### Supply network

Pins as bars on the die edge. Tap cells in gray.
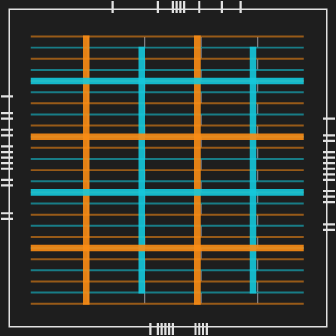
### Cells colored by class

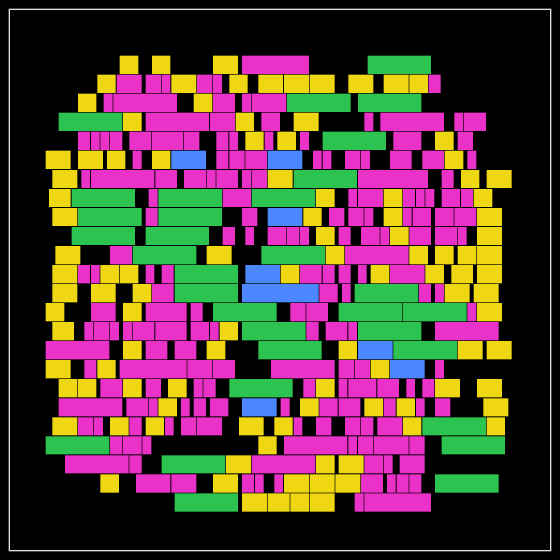
### Routed clock nets over the placement

Scale bar: 20 µm.
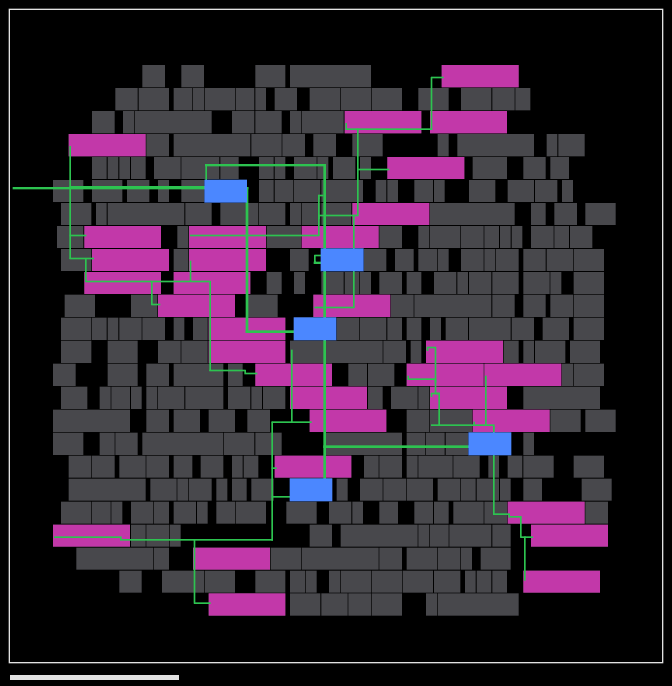
### Metal layers overlaid

Scale bar: 20 µm.
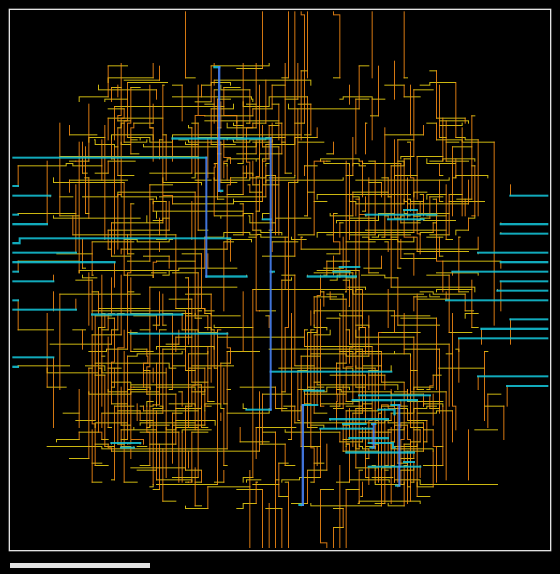
==> src/rtl/sema_bank.sv <==
// sema_bank: bank of independent counting semaphores.
// Per-channel acquire/release/flush with sticky error flags.
module sema_bank #(
   parameter int N_CH     = 4,
   parameter int CNT_W    = 4,
   parameter int MAX_CNT  = 2**CNT_W-1,
   parameter int INIT_CNT = 0,
   parameter bit RST_PRIO = 1'b1
) (
   input  logic                  clk,
   input  logic                  reset_n,
   input  logic [N_CH-1:0]       acq_req,
   input  logic [N_CH-1:0]       rel,
   input  logic [N_CH-1:0]       flush,
   input  logic                  err_clr,
   output logic [N_CH-1:0]       acq_ack,
   output logic [N_CH*CNT_W-1:0] count,
   output logic [N_CH-1:0]       avail,
   output logic [N_CH-1:0]       err_ovf,
   output logic [N_CH-1:0]       err_udf
);

   localparam logic [CNT_W:0]   MAX_X  = (CNT_W+1)'(MAX_CNT);
   localparam logic [CNT_W:0]   ONE_X  = (CNT_W+1)'(1);
   localparam logic [CNT_W-1:0] INIT_V = CNT_W'(INIT_CNT);
   localparam logic             INIT_A = (INIT_CNT > 0);

   logic [N_CH*CNT_W-1:0] cnt_d;
   logic [N_CH-1:0]       ack_d;
   logic [N_CH-1:0]       av_d;
   logic [N_CH-1:0]       ovf_ev;
   logic [N_CH-1:0]       udf_ev;
   logic [CNT_W:0]        eff;
   logic [CNT_W:0]        nxt;

   // next-state per channel: release, grant, flush, then ceiling clamp
   always_comb begin
      cnt_d  = '0;
      ack_d  = '0;
      av_d   = '0;
      ovf_ev = '0;
      udf_ev = '0;
      eff    = '0;
      nxt    = '0;
      for (int i = 0; i < N_CH; i++) begin
         eff = {1'b0, count[i*CNT_W +: CNT_W]}
             + (CNT_W+1)'(rel[i]);
         nxt = eff;
         if (flush[i]) begin
            if (RST_PRIO) begin
               nxt       = '0;
               udf_ev[i] = rel[i];
            end else begin
               nxt = rel[i] ? ONE_X : '0;
            end
         end else if (acq_req[i] && (eff != '0)) begin
            ack_d[i] = 1'b1;
            nxt      = eff - ONE_X;
         end
         if (nxt > MAX_X) begin
            nxt       = MAX_X;
            ovf_ev[i] = 1'b1;
         end
         cnt_d[i*CNT_W +: CNT_W] = nxt[CNT_W-1:0];
         av_d[i] = (nxt != '0);
      end
   end

   // state registers; a new error event outranks err_clr
   always_ff @(posedge clk or negedge reset_n) begin
      if (!reset_n) begin
         count   <= {N_CH{INIT_V}};
         avail   <= {N_CH{INIT_A}};
         acq_ack <= '0;
         err_ovf <= '0;
         err_udf <= '0;
      end else begin
         count   <= cnt_d;
         avail   <= av_d;
         acq_ack <= ack_d;
         err_ovf <= (err_ovf & ~{N_CH{err_clr}}) | ovf_ev;
         err_udf <= (err_udf & ~{N_CH{err_clr}}) | udf_ev;
      end
   end

endmodule
==> config.mk <==
export PLATFORM = sky130hd
export DESIGN_NAME = sema_bank
export DESIGN_NICKNAME = d
export VERILOG_FILES = /design/src/rtl/sema_bank.sv
export SDC_FILE = /design/constraint.sdc
export NUM_CORES = 1
export LEC_CHECK = 0
export CORE_MARGIN = 5
export CORE_UTILIZATION = 45
export DETAILED_ROUTE_END_ITERATION = 6
export HOLD_SLACK_MARGIN = 0.06
export PLACE_DENSITY = 0.81
export SLEW_MARGIN = 20
export SYNTH_ARGS = -nofsm -noshare
export SYNTH_HDL_FRONTEND = slang
export SYNTH_SLANG_ARGS = --single-unit
==> constraint.sdc <==
create_clock -name clk -period 2.09 [get_ports clk]
set_input_delay 0.3135 -clock clk [delete_from_list [all_inputs] [get_ports clk]]
set_output_delay 0.3135 -clock clk [all_outputs]
set_load 0.005 [all_outputs]
==> results.json <==
{
  "p_int_mw": 2.75,
  "cp_data_required_time_ps": 2240,
  "fin_skew_ps": 2.91,
  "largest_reg_flops": 16,
  "drtIter0Drc": 148,
  "violations": "negative setup slack",
  "total_power_mw": 4.27,
  "comb_share_pct": 40.2,
  "setup_violations": 7,
  "crit_slowest_cell": "or4b_4",
  "critPathTopFamily": "simple AND/OR/NAND/NOR gates",
  "power_density_mw_per_mm2": 1270,
  "chipArea_mm2": 0.00596,
  "regMostFlops": "count",
  "setup_ws_ps": -139,
  "met2_usage_pct": 34.4,
  "yosys.area_share.xor_xnor_pct": 5.17,
  "startpoint": "count[4]",
  "combPwrFrac_pct": 61.8,
  "cp.depth": 9,
  "p_comb_mw": 2.64,
  "top_layer": "met4",
  "top_cells_by_count": "dfrtp_1, inv_1, nand2_1",
  "aoi_share_pct": 20.8,
  "rows": 24,
  "slew_headroom_pct": 73.0,
  "synth_seq_share_pct": 39.4,
  "ff2ff_setup_slack_ps": -140,
  "clock_latency_ps": 280,
  "synth.area.top_cells": "dfrtp_1, ha_1, inv_1",
  "status": "complete, but fails checks",
  "wl_met1_um": 2320,
  "ctsHoldBuffers": 0,
  "stdcell_area_mm2": 0.00335,
  "die_w_um": 77.2,
  "lay_top_count": "buf_4"
}
Notes on 'Supply network' above:
Cyan is VDD. Orange is VSS.
4 straps on met5. 52 tap cells. The core has 24 rows. 25 met1 rails follow the rows. 47 signal pins sit on the boundary.

Notes on 'Cells colored by class' above:
Yellow is other buffers and delay cells, cells 105, share of their area 27%. Green is flip-flops, cells 32, share of their area 24%. Blue is clock drivers and dummy loads, cells 8, share of their area 3.8%. Magenta is all other logic, cells 185, share of their area 44%.
flop share of the area: 23.9%
Final Util: 77.0%
Core Region: 0.00435 mm²

Notes on 'Routed clock nets over the placement' above:
Blue is cells driving clock nets, count 5. Green is clock wires, length 407 µm. Magenta is flip-flops, count 32.
There are 6 routed clock nets.

Notes on 'Metal layers overlaid' above:
Blue is met4, wire length 103 µm. Orange is met2, wire length 3130 µm. Cyan is met3, wire length 418 µm. Yellow is met1, wire length 2320 µm.

